==> images/m1.png <==
Drawn at 4 px/µm.
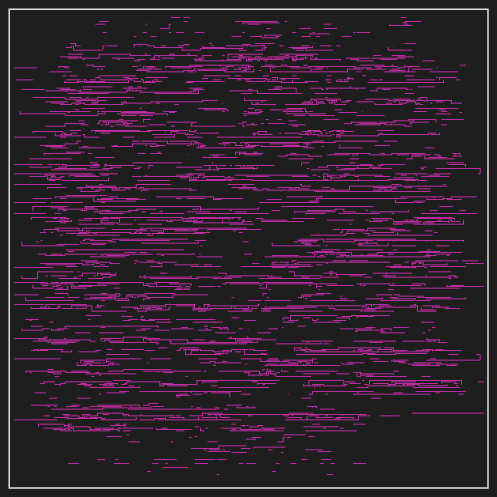
==> images/congestion_map.png <==
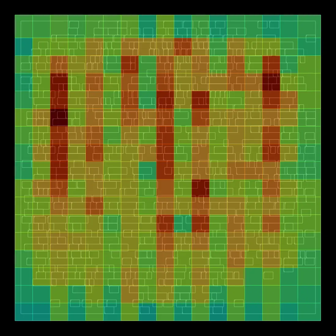
==> images/closeup.png <==
Window x 17 to 42, y 77 to 102 µm. Cells in gray, sequential cells in the stronger gray; small squares are vias.
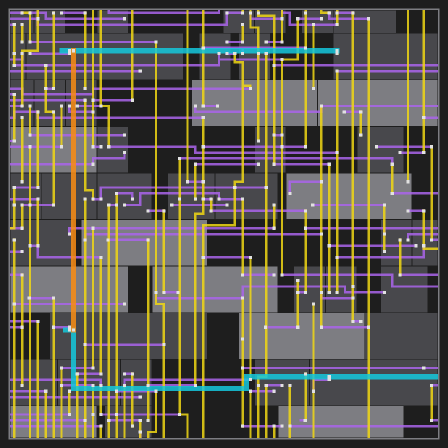
==> images/class_map.png <==
Drawn at 3 px/µm.
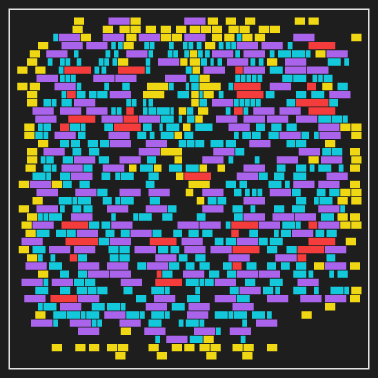
==> images/sizing.png <==
Drawn at 3 px/µm.
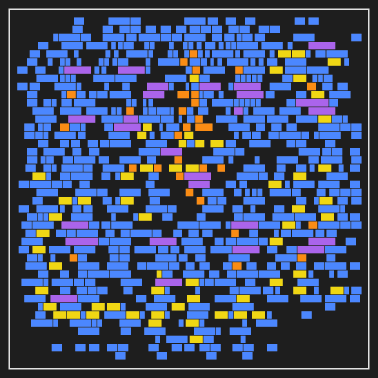
## config.mk

```make
export PLATFORM = sky130hd
export DESIGN_NAME = from_serial_hs
export DESIGN_NICKNAME = d
export VERILOG_FILES = /design/src/rtl/from_serial_hs.sv
export SDC_FILE = /design/constraint.sdc
export NUM_CORES = 1
export LEC_CHECK = 0
export CAP_MARGIN = 20
export CORE_MARGIN = 2
export CORE_UTILIZATION = 45
export CTS_CLUSTER_DIAMETER = 120
export DETAILED_ROUTE_END_ITERATION = 10
export PLACE_DENSITY_LB_ADDON = 0.12
export SETUP_SLACK_MARGIN = 0.15
export SLEW_MARGIN = 20
export SYNTH_ARGS = -nofsm -noshare
export SYNTH_HDL_FRONTEND = slang
export SYNTH_SLANG_ARGS = --single-unit
```

## constraint.sdc

```tcl
create_clock -name clk -period 3.02 [get_ports clk]
set_clock_uncertainty 0.15 [all_clocks]
set_input_delay 0.906 -clock clk [delete_from_list [all_inputs] [get_ports clk]]
set_output_delay 0.906 -clock clk [all_outputs]
set_load 0.03 [all_outputs]
```

## src/rtl/from_serial_hs.sv

```systemverilog
// from_serial_hs
//
// Multi-channel serial-to-parallel deserializer with valid/ready handshakes
// on both sides. RATIO = BW_OUT/BW_IN input beats are collected per channel,
// all channels in lock-step, into one wide word. The word is held in an output
// register until the consumer takes it. The source is stalled only when a
// completing beat would overwrite a word the consumer has not yet accepted.
//
// Optional feature macro: FROM_SERIAL_HS_FLUSH_EN
//   defined   : an accepted beat with s_last=1 always completes the word
//               (unfilled slots zero, m_cnt = beats received, m_last=1);
//               align_err is held at 0.
//   undefined : s_last only reaches m_last on a completing beat; an s_last
//               seen on any other beat sets the sticky align_err flag.
//
// Ports:
//   clk, rst   clock, synchronous active-high reset
//   s_valid    input beat valid
//   s_ready    input beat accepted when s_valid && s_ready
//   s_data     input beat, one BW_IN slice per channel
//   s_last     beat is the final beat of a frame
//   m_valid    output word valid
//   m_ready    consumer accepts word when m_valid && m_ready
//   m_data     assembled word, one BW_OUT slice per channel
//   m_last     word contains the frame's final beat
//   m_cnt      number of valid beats in m_data
//   align_err  sticky frame-misalignment flag

module from_serial_hs #(
    parameter int NO_CH     = 10,
    parameter int BW_IN     = 2,
    parameter int BW_OUT    = 8,
    parameter int MSB_FIRST = 0
) (
    input  logic                                  clk,
    input  logic                                  rst,
    input  logic                                  s_valid,
    output logic                                  s_ready,
    input  logic [NO_CH-1:0][BW_IN-1:0]           s_data,
    input  logic                                  s_last,
    output logic                                  m_valid,
    input  logic                                  m_ready,
    output logic [NO_CH-1:0][BW_OUT-1:0]          m_data,
    output logic                                  m_last,
    output logic [$clog2(BW_OUT/BW_IN+1)-1:0]     m_cnt,
    output logic                                  align_err
);

    localparam int RATIO = BW_OUT / BW_IN;
    localparam int BCW   = (RATIO > 1) ? $clog2(RATIO) : 1;
    localparam int MCW   = $clog2(RATIO + 1);
    localparam logic [BCW-1:0] LAST_BEAT = BCW'(RATIO - 1);

    generate
        if (BW_IN < 1 || BW_OUT < BW_IN || (BW_OUT % BW_IN) != 0) begin : g_bad_ratio
            $error("from_serial_hs: BW_OUT must be a positive integer multiple of BW_IN");
        end
    endgenerate

    typedef enum logic {EMPTY, FULL} out_state_t;

    out_state_t                     state_q, state_d;
    logic [BCW-1:0]                 beat_cnt_q, beat_cnt_d;
    logic [NO_CH-1:0][BW_OUT-1:0]   asm_q, asm_d;
    logic [NO_CH-1:0][BW_OUT-1:0]   m_data_q, m_data_d;
    logic                           m_last_q, m_last_d;
    logic [MCW-1:0]                 m_cnt_q, m_cnt_d;
    logic                           align_err_q, align_err_d;

    logic                           flush_beat;
    logic                           last_slot;
    logic                           accept;
    logic                           complete;
    logic [BCW-1:0]                 slot;
    logic [NO_CH-1:0][BW_OUT-1:0]   merged;

`ifdef FROM_SERIAL_HS_FLUSH_EN
    assign flush_beat = s_last;
`else
    assign flush_beat = 1'b0;
`endif

    // A stall is only needed when this beat would complete a word while the
    // previous word is still waiting for the consumer.
    assign last_slot = (beat_cnt_q == LAST_BEAT);
    assign s_ready   = (state_q == EMPTY) || m_ready || (!last_slot && !flush_beat);
    assign accept    = s_valid && s_ready;
    assign complete  = accept && (last_slot || flush_beat);

    assign slot = (MSB_FIRST != 0) ? (LAST_BEAT - beat_cnt_q) : beat_cnt_q;

    // Current beat merged into the partial word; becomes the output word on
    // a completing beat. Slots not yet written are still zero.
    always_comb begin
        merged = asm_q;
        for (int ch = 0; ch < NO_CH; ch++) begin
            for (int k = 0; k < RATIO; k++) begin
                if (slot == BCW'(k)) begin
                    merged[ch][k*BW_IN +: BW_IN] = s_data[ch];
                end
            end
        end
    end

    always_comb begin
        state_d     = state_q;
        beat_cnt_d  = beat_cnt_q;
        asm_d       = asm_q;
        m_data_d    = m_data_q;
        m_last_d    = m_last_q;
        m_cnt_d     = m_cnt_q;
        align_err_d = align_err_q;

        if (accept) begin
            if (complete) begin
                asm_d      = '0;
                beat_cnt_d = '0;
                m_data_d   = merged;
                m_last_d   = s_last;
                m_cnt_d    = MCW'(beat_cnt_q) + MCW'(1);
            end else begin
                asm_d      = merged;
                beat_cnt_d = beat_cnt_q + BCW'(1);
            end
        end

        // A completing beat reloads the register even while it is being drained.
        if (complete) begin
            state_d = FULL;
        end else if (m_ready) begin
            state_d = EMPTY;
        end

`ifdef FROM_SERIAL_HS_FLUSH_EN
        align_err_d = 1'b0;
`else
        if (accept && s_last && !last_slot) begin
            align_err_d = 1'b1;
        end
`endif
    end

    always_ff @(posedge clk) begin
        if (rst) begin
            state_q     <= EMPTY;
            beat_cnt_q  <= '0;
            asm_q       <= '0;
            m_data_q    <= '0;
            m_last_q    <= 1'b0;
            m_cnt_q     <= '0;
            align_err_q <= 1'b0;
        end else begin
            state_q     <= state_d;
            beat_cnt_q  <= beat_cnt_d;
            asm_q       <= asm_d;
            m_data_q    <= m_data_d;
            m_last_q    <= m_last_d;
            m_cnt_q     <= m_cnt_d;
            align_err_q <= align_err_d;
        end
    end

    assign m_valid   = (state_q == FULL);
    assign m_data    = m_data_q;
    assign m_last    = m_last_q;
    assign m_cnt     = m_cnt_q;
    assign align_err = align_err_q;

endmodule

```

==> reports/metrics.yaml <==
global_route:
  antenna_found_initial: 0
  grt_max_degree: 85
  gr-max-usage-layer: "met2"
  use_met1_pct: 30.3
  grt_remaining_overflow: 0
  first_global_vias: 4696
floorplan:
  die_h_um: 119
  fp_util_pct: 45.6
  rows: 42
  core_area_um2: 13100
  die_x_um: 119
  die-area_um2: 14200
cells_and_area:
  mostFrequentLayoutCells: "dfxtp_1 (148), clkdlybuf4s50_1 (109), a21oi_1 (84)"
  drive_above_1_share_pct: 17.6
  syn2layout_area_growth_pct: 30.9
  layout_top_cell: "dfxtp_1"
  fin_nets: 669
  diodes: 0
  final_area_um2: 7840
  fill_cells: 1160
yosys:
  synth.area.top_cells: "dfxtp_1 (49%), a211oi_2 (10%), mux2i_1 (10%)"
  netlist_area_um2: 5990
  yosys_cells: 546
  synth_nets: 575
  yosys.cell_count.top_type: "dfxtp_1"
  synth_warnings: 0
  syn_inst: 546
  ys_seq_share_pct: 49.5
  ys_ff: 148
  top_area_share_pct: 49.5
  synth-async-reset-ratio_pct: 0
  ys.flop_type: "dfxtp_1"
  ys_types: 28
  edf_count: 0
  largest_area_cell: "dfxtp_1"
detailed_routing:
  vias: 4747
  drtAntennaViolNets: 0
  drtIter0Drc: 301
  viasPerCell: 5.73
  avgRoutedWirePerCell_um: 19.2
  routed_wl_mm: 15.9
final_timing:
  worst-slew-pin-transition_ns: 1.08
  fmax_mhz: 359
  setup_viol: 0
  rsz0062_at_grt: "false"
  hold_violations: 0
  fin_crit_ns: 2.78
  slew_viol_final: 0
  fin_crit_sh_pct: 92.2
run:
  maxCapViolCount: 0
clocking:
  cts_setup_buffers: 1
  cts_max_level: 4
  cts-root-buf: "clkbuf_16"
  ctsHoldBuffers: 0
  cts.sinks: 148
  clock_latency_ns: 0.42
  cts_buffers: 17
  cts_tree: "yes"
  cts_resized: 0
  clkTransAtPathRegs_ns: 0.06
power:
  peakVddDrop_mv: 0.391
  power_leakage_nw: 2.67
  power_density_nw_per_um2: 587
  finalPower_mw: 4.60
placement:
  dp_hpwl_mm: 9.80
  port_buffers: 111
  place_congestion: 0.766
  placed_area_um2: 7230
critical_path:
  r2r-start: "beat_cnt_q[0]"
  r2r_cells: 5
  critPathRequiredTime_ns: 1.96
  worstSetupPathType: "in -> out"
  reg2reg_slack_ns: 0.66
  endpoint: "s_ready"
hold_path:
  whs_path_depth: 2
  min-delay-start: "m_data[70]"
  min_to: "m_data[70]"
outcome:
  status: "complete, no violations"
Back to the opening pictures, m1.png:
wire length on this layer	7,220 µm
share of all routed wire	45%
nets with wire on the layer	613
main direction	horizontal
longest straight run	39.6 µm

Back to the opening pictures, congestion_map.png:
met2 Track Usage GR: 37.0%
met3 Resource Use GR: 5.56%
GRT Overall Usage: 23.0%

Back to the opening pictures, closeup.png:
color	layer
purple	M1
cyan	M3
orange	M4
yellow	M2
sequential cells in the window	10
cells with their middle in the window	40
most frequent	dfxtp_1 (10), nand3_1 (5), a21oi_1 (5)
netlist names of flops here include	asm_q (4), m_data (4), m_cnt (2)

Back to the opening pictures, class_map.png:
color	class	cells
red	clock drivers and dummy loads	32
yellow	remaining buffers and delay cells	131
cyan	remaining logic cells	342
purple	registers	148

Back to the opening pictures, sizing.png:
color	size	cells	share	most used
orange	x3 and x4	29	4.4%	buf_4
blue	x1 and smaller	538	82%	dfxtp_1
yellow	x2	60	9.2%	a211oi_2
purple	x6 and larger	26	4.0%	clkbuf_16

-- area by class of cell --
cell class                 instances  area [µm²]  share of cell area, %
sequential                       148        2960                   37.8
inverter                           4        15.0                  0.192
multi-input combinational        338        2720                   34.8
clock inverter                    14         156                   2.00
timing repair buffer             131        1320                   16.8
clock buffer                      18         439                   5.60
tap                              176         220                   2.81
-- layer usage --
| layer | part of all wire (%) | routed length, µm | vias up |
|---|---|---|---|
| li1 | - | - | 2250 |
| met1 | 45 | 7220 | 2357 |
| met2 | 49 | 7820 | 121 |
| met3 | 4.0 | 634 | 19 |
| met4 | 1.4 | 218 | 0 |
| met5 | 0 | 0 | - |
-- power by group --
group          total, mW  switching, mW  internal [mW]  leakage (nW)
logic              0.458          0.273          0.185          1.20
clock network       2.10          0.854           1.24         0.279
registers           2.04         0.0321           2.01          1.20
-- metrics by stage --
stage          TNS [ns]  std cells  setup WS [ns]  hold WS [ns]  util, %
5_1_grt               0        829          0.188         0.343     59.6
3_5_place_dp      -2.52        796         -0.104         0.313     55.1
3_3_place_gp      -2.75        796         -0.123         0.310     55.0
2_1_floorplan         0        546          0.675         0.298        -
6_report              0        829          0.237         0.327     59.6
4_1_cts               0        829          0.253         0.328     59.6
-- kinds of logic (layout without fill, tap and decap cells) --
logic type / Yosys count / in the layout / share of synthesized area [%]
AND/OR/NAND/NOR: 37 / 37 / 3.43
adder cells (fa/ha/maj): 4 / 4 / 0.836
multiplexers: 60 / 60 / 10.0
AND-OR/OR-AND: 237 / 237 / 30.6
flip-flops: 148 / 148 / 49.5
buffers and inverters: 60 / 167 / 5.62
-- critical path, cell delays in order --
cell             delay, ns
clkdlybuf4s50_1       0.44
nand3b_1              0.19
buf_4                 0.19
Power and IR drop assume default switching activity.
